`src/rtl/div_arbiter_pkg.sv`:
```
// Shared types and constants for the divider arbiter.
package div_arbiter_pkg;

  localparam int W = 8;
  localparam int TIMEOUT_DEF = 16;

  typedef enum logic [1:0] {
    IDLE  = 2'd0,
    ISSUE = 2'd1,
    WAIT  = 2'd2,
    RESP  = 2'd3
  } div_state_t;

  localparam logic [W-1:0] DZ_QUOT = '1;

  function automatic int wd_width(input int timeout);
    return $clog2(timeout + 1);
  endfunction

endpackage

```
`src/rtl/div_arbiter_if.sv`:
```
// Requester, response and divider signals of the divider arbiter.
interface div_arbiter_if #(parameter int W = 8);

  logic         req0_valid;
  logic         req0_ready;
  logic [W-1:0] req0_a;
  logic [W-1:0] req0_b;
  logic         req1_valid;
  logic         req1_ready;
  logic [W-1:0] req1_a;
  logic [W-1:0] req1_b;

  logic         rsp_valid;
  logic         rsp_ready;
  logic         rsp_id;
  logic [W-1:0] rsp_q;
  logic [W-1:0] rsp_r;
  logic         rsp_dz;
  logic         rsp_err;

  logic         div_start;
  logic [W-1:0] div_a;
  logic [W-1:0] div_b;
  logic         div_done;
  logic [W-1:0] div_q;
  logic [W-1:0] div_r;

  // Arbiter side.
  modport slave (
    input  req0_valid, req0_a, req0_b, req1_valid, req1_a, req1_b,
    input  rsp_ready, div_done, div_q, div_r,
    output req0_ready, req1_ready,
    output rsp_valid, rsp_id, rsp_q, rsp_r, rsp_dz, rsp_err,
    output div_start, div_a, div_b
  );

  // Requesters, consumer and divider side.
  modport master (
    output req0_valid, req0_a, req0_b, req1_valid, req1_a, req1_b,
    output rsp_ready, div_done, div_q, div_r,
    input  req0_ready, req1_ready,
    input  rsp_valid, rsp_id, rsp_q, rsp_r, rsp_dz, rsp_err,
    input  div_start, div_a, div_b
  );

endinterface

```
`src/rtl/div_arbiter_rr_arb2.sv`:
```
// Two-way round-robin grant: a lone requester wins, a tie goes to the one not granted last.
module rr_arb2 (
  input  logic [1:0] valid,
  input  logic       last_grant,
  output logic       gnt_valid,
  output logic       gnt_id
);

  always_comb begin
    gnt_valid = |valid;
    gnt_id    = 1'b0;
    if (valid == 2'b11) begin
      gnt_id = ~last_grant;
    end else begin
      gnt_id = valid[1];
    end
  end

endmodule

```
`src/rtl/div_arbiter.sv`:
```
// Shares one multi-cycle divider between two requesters; single outstanding op,
// local divide-by-zero handling and a watchdog for a hung divider.
module div_arbiter
  import div_arbiter_pkg::*;
#(
  parameter int TIMEOUT = TIMEOUT_DEF
) (
  input logic          clk,
  input logic          rst_n,
  div_arbiter_if.slave bus
);

  localparam int WDW = wd_width(TIMEOUT);

  div_state_t     state_q, state_d;
  logic           last_grant_q, last_grant_d;
  logic [W-1:0]   div_a_q, div_a_d;
  logic [W-1:0]   div_b_q, div_b_d;
  logic           rsp_id_q, rsp_id_d;
  logic [W-1:0]   rsp_quot_q, rsp_quot_d;
  logic [W-1:0]   rsp_rem_q, rsp_rem_d;
  logic           rsp_dz_q, rsp_dz_d;
  logic           rsp_err_q, rsp_err_d;
  logic [WDW-1:0] wd_q, wd_d;
  logic [WDW-1:0] wd_nx;

  logic           gnt_valid;
  logic           gnt_id;
  logic           accept;
  logic [W-1:0]   sel_a;
  logic [W-1:0]   sel_b;

  rr_arb2 u_arb (
    .valid      ({bus.req1_valid, bus.req0_valid}),
    .last_grant (last_grant_q),
    .gnt_valid  (gnt_valid),
    .gnt_id     (gnt_id)
  );

  assign accept = (state_q == IDLE) && gnt_valid;
  assign sel_a  = gnt_id ? bus.req1_a : bus.req0_a;
  assign sel_b  = gnt_id ? bus.req1_b : bus.req0_b;
  assign wd_nx  = wd_q + 1'b1;

  always_comb begin
    state_d      = state_q;
    last_grant_d = last_grant_q;
    div_a_d      = div_a_q;
    div_b_d      = div_b_q;
    rsp_id_d     = rsp_id_q;
    rsp_quot_d   = rsp_quot_q;
    rsp_rem_d    = rsp_rem_q;
    rsp_dz_d     = rsp_dz_q;
    rsp_err_d    = rsp_err_q;
    wd_d         = wd_q;

    case (state_q)
      IDLE: begin
        if (accept) begin
          div_a_d      = sel_a;
          div_b_d      = sel_b;
          rsp_id_d     = gnt_id;
          last_grant_d = gnt_id;
          if (sel_b == '0) begin
            // Divide-by-zero answers immediately without touching the divider.
            rsp_quot_d = DZ_QUOT;
            rsp_rem_d  = sel_a;
            rsp_dz_d   = 1'b1;
            rsp_err_d  = 1'b0;
            state_d    = RESP;
          end else begin
            state_d = ISSUE;
          end
        end
      end
      ISSUE: begin
        wd_d    = '0;
        state_d = WAIT;
      end
      WAIT: begin
        wd_d = wd_nx;
        // A done arriving on the timeout cycle still delivers the real result.
        if (bus.div_done) begin
          rsp_quot_d = bus.div_q;
          rsp_rem_d  = bus.div_r;
          rsp_dz_d   = 1'b0;
          rsp_err_d  = 1'b0;
          state_d    = RESP;
        end else if (wd_nx == WDW'(TIMEOUT)) begin
          rsp_quot_d = '0;
          rsp_rem_d  = '0;
          rsp_dz_d   = 1'b0;
          rsp_err_d  = 1'b1;
          state_d    = RESP;
        end
      end
      RESP: begin
        if (bus.rsp_ready) begin
          state_d = IDLE;
        end
      end
      default: state_d = IDLE;
    endcase
  end

  always_ff @(posedge clk or negedge rst_n) begin
    if (!rst_n) begin
      state_q      <= IDLE;
      last_grant_q <= 1'b1;
      div_a_q      <= '0;
      div_b_q      <= '0;
      rsp_id_q     <= 1'b0;
      rsp_quot_q   <= '0;
      rsp_rem_q    <= '0;
      rsp_dz_q     <= 1'b0;
      rsp_err_q    <= 1'b0;
      wd_q         <= '0;
    end else begin
      state_q      <= state_d;
      last_grant_q <= last_grant_d;
      div_a_q      <= div_a_d;
      div_b_q      <= div_b_d;
      rsp_id_q     <= rsp_id_d;
      rsp_quot_q   <= rsp_quot_d;
      rsp_rem_q    <= rsp_rem_d;
      rsp_dz_q     <= rsp_dz_d;
      rsp_err_q    <= rsp_err_d;
      wd_q         <= wd_d;
    end
  end

  assign bus.req0_ready = accept && !gnt_id;
  assign bus.req1_ready = accept && gnt_id;
  assign bus.rsp_valid  = (state_q == RESP);
  assign bus.rsp_id     = rsp_id_q;
  assign bus.rsp_q      = rsp_quot_q;
  assign bus.rsp_r      = rsp_rem_q;
  assign bus.rsp_dz     = rsp_dz_q;
  assign bus.rsp_err    = rsp_err_q;
  assign bus.div_start  = (state_q == ISSUE);
  assign bus.div_a      = div_a_q;
  assign bus.div_b      = div_b_q;

endmodule

```
`src/flat_wrapper.sv`:
```
// flat-port wrapper written by rule: the top's interface ports become plain ports
module div_arbiter_flat import div_arbiter_pkg::*;
#(
  parameter int TIMEOUT = TIMEOUT_DEF
)
  (clk, rst_n, bus_req0_valid, bus_req0_a, bus_req0_b, bus_req1_valid, bus_req1_a, bus_req1_b, bus_rsp_ready, bus_div_done, bus_div_q, bus_div_r, bus_req0_ready, bus_req1_ready, bus_rsp_valid, bus_rsp_id, bus_rsp_q, bus_rsp_r, bus_rsp_dz, bus_rsp_err, bus_div_start, bus_div_a, bus_div_b);
  div_arbiter_if #(.W(W)) bus_i ();
  input logic clk;
  input logic rst_n;
  input wire logic [$bits(bus_i.req0_valid)-1:0] bus_req0_valid;
  input wire logic [$bits(bus_i.req0_a)-1:0] bus_req0_a;
  input wire logic [$bits(bus_i.req0_b)-1:0] bus_req0_b;
  input wire logic [$bits(bus_i.req1_valid)-1:0] bus_req1_valid;
  input wire logic [$bits(bus_i.req1_a)-1:0] bus_req1_a;
  input wire logic [$bits(bus_i.req1_b)-1:0] bus_req1_b;
  input wire logic [$bits(bus_i.rsp_ready)-1:0] bus_rsp_ready;
  input wire logic [$bits(bus_i.div_done)-1:0] bus_div_done;
  input wire logic [$bits(bus_i.div_q)-1:0] bus_div_q;
  input wire logic [$bits(bus_i.div_r)-1:0] bus_div_r;
  output wire logic [$bits(bus_i.req0_ready)-1:0] bus_req0_ready;
  output wire logic [$bits(bus_i.req1_ready)-1:0] bus_req1_ready;
  output wire logic [$bits(bus_i.rsp_valid)-1:0] bus_rsp_valid;
  output wire logic [$bits(bus_i.rsp_id)-1:0] bus_rsp_id;
  output wire logic [$bits(bus_i.rsp_q)-1:0] bus_rsp_q;
  output wire logic [$bits(bus_i.rsp_r)-1:0] bus_rsp_r;
  output wire logic [$bits(bus_i.rsp_dz)-1:0] bus_rsp_dz;
  output wire logic [$bits(bus_i.rsp_err)-1:0] bus_rsp_err;
  output wire logic [$bits(bus_i.div_start)-1:0] bus_div_start;
  output wire logic [$bits(bus_i.div_a)-1:0] bus_div_a;
  output wire logic [$bits(bus_i.div_b)-1:0] bus_div_b;
  assign bus_i.req0_valid = bus_req0_valid;
  assign bus_i.req0_a = bus_req0_a;
  assign bus_i.req0_b = bus_req0_b;
  assign bus_i.req1_valid = bus_req1_valid;
  assign bus_i.req1_a = bus_req1_a;
  assign bus_i.req1_b = bus_req1_b;
  assign bus_i.rsp_ready = bus_rsp_ready;
  assign bus_i.div_done = bus_div_done;
  assign bus_i.div_q = bus_div_q;
  assign bus_i.div_r = bus_div_r;
  assign bus_req0_ready = bus_i.req0_ready;
  assign bus_req1_ready = bus_i.req1_ready;
  assign bus_rsp_valid = bus_i.rsp_valid;
  assign bus_rsp_id = bus_i.rsp_id;
  assign bus_rsp_q = bus_i.rsp_q;
  assign bus_rsp_r = bus_i.rsp_r;
  assign bus_rsp_dz = bus_i.rsp_dz;
  assign bus_rsp_err = bus_i.rsp_err;
  assign bus_div_start = bus_i.div_start;
  assign bus_div_a = bus_i.div_a;
  assign bus_div_b = bus_i.div_b;
  div_arbiter #(.TIMEOUT(TIMEOUT)) u_core (.clk(clk), .rst_n(rst_n), .bus(bus_i));
endmodule
```
`config.mk`:
```
export PLATFORM = sky130hd
export DESIGN_NAME = div_arbiter_flat
export DESIGN_NICKNAME = d
export VERILOG_FILES = /design/src/rtl/div_arbiter_pkg.sv /design/src/rtl/div_arbiter_if.sv /design/src/rtl/div_arbiter_rr_arb2.sv /design/src/rtl/div_arbiter.sv /design/src/flat_wrapper.sv
export SDC_FILE = /design/constraint.sdc
export NUM_CORES = 1
export LEC_CHECK = 0
export CORE_MARGIN = 2
export CORE_UTILIZATION = 46
export DETAILED_ROUTE_END_ITERATION = 6
export PLACE_DENSITY = 0.86
export SETUP_SLACK_MARGIN = 0.3
export SLEW_MARGIN = 10
export SYNTH_ARGS = -nofsm -noshare
export SYNTH_HDL_FRONTEND = slang
export SYNTH_SLANG_ARGS = --single-unit
```
`constraint.sdc`:
```
create_clock -name clk -period 4.9 [get_ports clk]
set_input_delay 1.225 -clock clk [delete_from_list [all_inputs] [get_ports clk]]
set_output_delay 1.225 -clock clk [all_outputs]
set_load 0.005 [all_outputs]
```
==> Changelog: implementation, run 1 <==
### Physical design

- Run status: finished clean
- RSZ-0062 raised after global routing: false
- R2R depth: 8
- CTS tree: yes
- Combinational group power: 0.933 mW
- Hpwl dp: roughly 4.0 mm
- Wire length the detailed router placed on met1: about 2.3 mm
- Time the worst path needs with I/O delays and setup: approximately 4 ns
- Total CTS buffers: 5
- Core utilization before placement: 47.2%
- Area fraction of clock buffers and clock inverters: 2.62%
- Total Routing Usage GR: between 20% and 30%
- Power dissipated by switching net loads: around 0.60 mW
- Path class of the lowest-slack min-delay path: flip-flop to flip-flop
- Growth of design area from synthesis to finish: 46.5%
- Portion of total power attributed to combinational logic: around 53%
- Final instance area: around 3200 um^2
- Number of DRC markers in iteration 0: 99
- Clk_buf instances: 6
- Share of the cycle needed by the critical path after routing: roughly four fifths
- Total of warnings raised by yosys: 0
- Max clock buf depth: 2
- Total buffers and inverters traversed by the critical path: 3
- Critical path destination: bus_req0_ready
- Maximum vdd drop: 233 uV
- Fraction of area in multi-input gates: 31.9%
- Routed wire length per instance: between 10 and 15 um
- Core Footprint: 4690 um^2
- Count of instantiated cells in the yosys netlist: roughly 220
- CP max stage cell: sky130_fd_sc_hd__clkdlybuf4s50_1
- Internal: about 1.2 mW
- Yosys chip area: around 2200 um^2
- Final-layout non-clock buffer area share: roughly 29%
- Register share of the cell area: 33.2%
- Later-pin clock latency in the skew report: around 0.3 ns
- Count of library flops with an enable pin: 0
- Width of the die: around 73 um
- Startpoint class of the critical path: input pin
- Grt peak-use layer: met2
- Largest combinational cell category by area: multiplexers
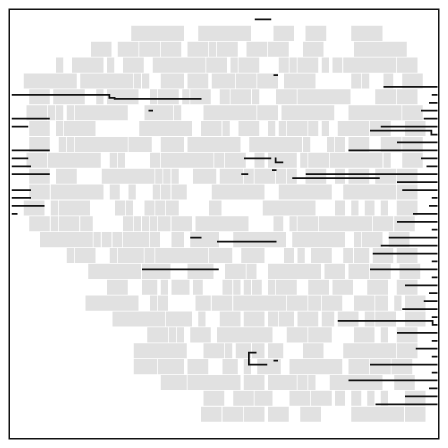
*M3 wires, run 1*
The longest straight run is 22.3 um. 58 nets have wire on it. The wires run mostly horizontal. The layer carries 366 um of wire.
Total Routed Length: 5.40 mm
met3 usage in global routing: 3.84%
via count: 1,901

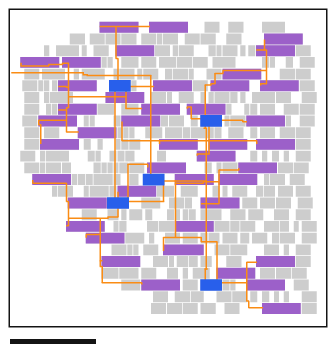
*Clock network drawn from the DEF, run 1*
The bar under the picture is 20 um long.
clock drivers: shown in blue, count 5. flip-flops: shown in purple, count 43. clock wires: shown in orange, length 539 um.
There are 6 routed clock nets.

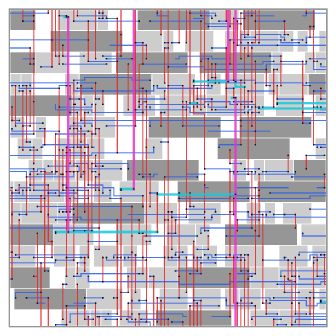
*Layout detail, run 1*
Region (17, 17) to (57, 57) um. Cells in gray, sequential cells in the stronger gray; small squares are vias.
metal 1: shown in blue. metal 3: shown in cyan. metal 4: shown in magenta. metal 2: shown in red.
Netlist names of flops here include u_core.bus.div_a (6), u_core.wd_q (5), u_core.bus.rsp_r (4). Sequential cells in the window: 20. 128 logic cells have their middle in the window. Most frequent: nand2_1 (22), o21ai_0 (21), dfrtp_1 (19).

### The clock network, run 1

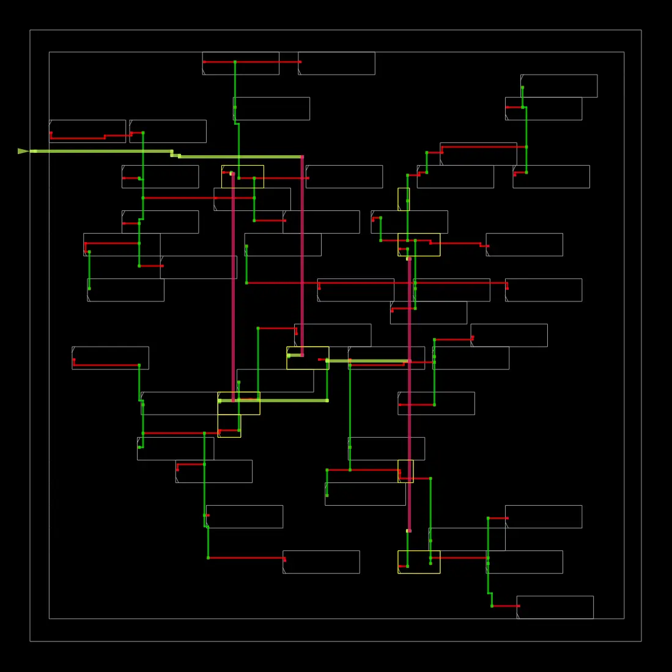

==> run 2, diff against run 1 <==
--- a/config.mk
+++ b/config.mk
@@ -6,9 +6,9 @@
 export NUM_CORES = 1
 export LEC_CHECK = 0
 export CORE_MARGIN = 2
-export CORE_UTILIZATION = 46
+export CORE_UTILIZATION = 43
 export DETAILED_ROUTE_END_ITERATION = 6
-export PLACE_DENSITY = 0.86
+export PLACE_DENSITY = 0.81
 export SETUP_SLACK_MARGIN = 0.3
 export SLEW_MARGIN = 10
 export SYNTH_ARGS = -nofsm -noshare
==> constraint.sdc (replaced) <==
create_clock -name clk -period 4 [get_ports clk]
set_input_delay 1 -clock clk [delete_from_list [all_inputs] [get_ports clk]]
set_output_delay 1 -clock clk [all_outputs]
set_load 0.005 [all_outputs]
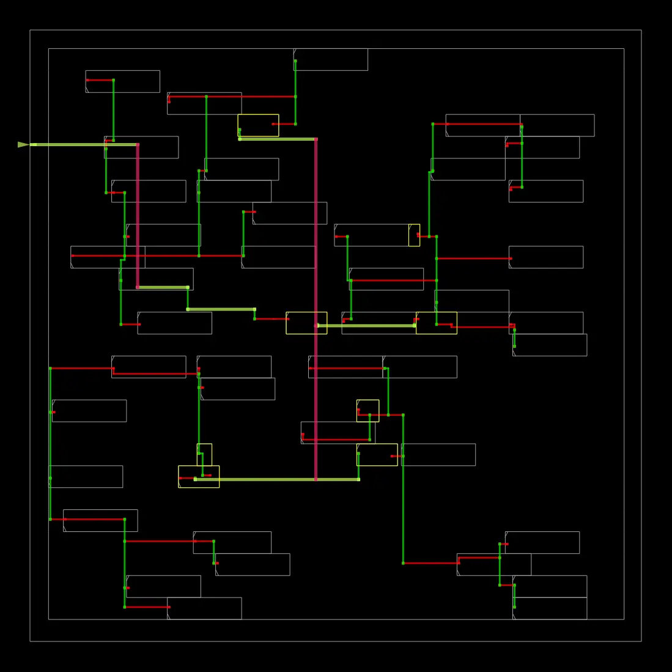
*The clock network, run 2*
Seq Cell Count: 43
later-pin clock latency in the skew report: 0.30 ns
total CTS buffers: 5
clk_buf instances: 6
setup clock skew after layout: 0.00701 ns

==> run 2 against run 1 <==
Compared with the run above: worst hold slack got worse by 0.0039 ns; flip-flop count unchanged; critical path type unchanged; critical endpoint is now bus_req1_ready; clock skew rose by 0.00059 ns; synthesized area is the same; critical path depth decreased by 1.
==> Changelog: implementation, run 2 <==
### Physical design

- Run status: finished clean
- Maximum vdd drop: 406 uV
- Final instance area: roughly 3300 um^2
- Total of warnings raised by yosys: 0
- Critical path destination: bus_req1_ready
- Largest combinational cell category by area: multiplexers
- Portion of total power attributed to combinational logic: 53.0%
- Power dissipated by switching net loads: between 0.7 and 0.8 mW
- CTS tree: yes
- Fraction of area in multi-input gates: roughly a third
- Routed wire length per instance: 14.2 um
- Growth of design area from synthesis to finish: 47.4%
- CP max stage cell: sky130_fd_sc_hd__clkdlybuf4s50_1
- Yosys chip area: 2210 um^2
- Wire length the detailed router placed on met1: 2.21 mm
- Core Footprint: slightly above 5000 um^2
- Total buffers and inverters traversed by the critical path: 2
- Width of the die: 75.7 um
- Time the worst path needs with I/O delays and setup: 3.43 ns
- R2R depth: 7
- Grt peak-use layer: met2
- Via count: around 1,900
- Core utilization before placement: around 44%
- CTS-repair resized insts: 0
- Path class of the lowest-slack min-delay path: flip-flop to flip-flop
- Hpwl dp: just over 4 mm
- Final-layout non-clock buffer area share: between 20 and 30%
- Total Routed Length: roughly 5.4 mm
- RSZ-0062 raised after global routing: false
- Count of library flops with an enable pin: 0
- Share of the cycle needed by the critical path after routing: 85.9%
- Share of flip-flops with an asynchronous set or reset: 100%
- Average instance area after synthesis: between 10 and 15 um^2
- Count of instantiated cells in the yosys netlist: between 200 and 250
- Max clock buf depth: 2
- Number of DRC markers in iteration 0: slightly below 60
- Internal: between 1 and 1.5 mW
Power and IR drop assume default switching activity.
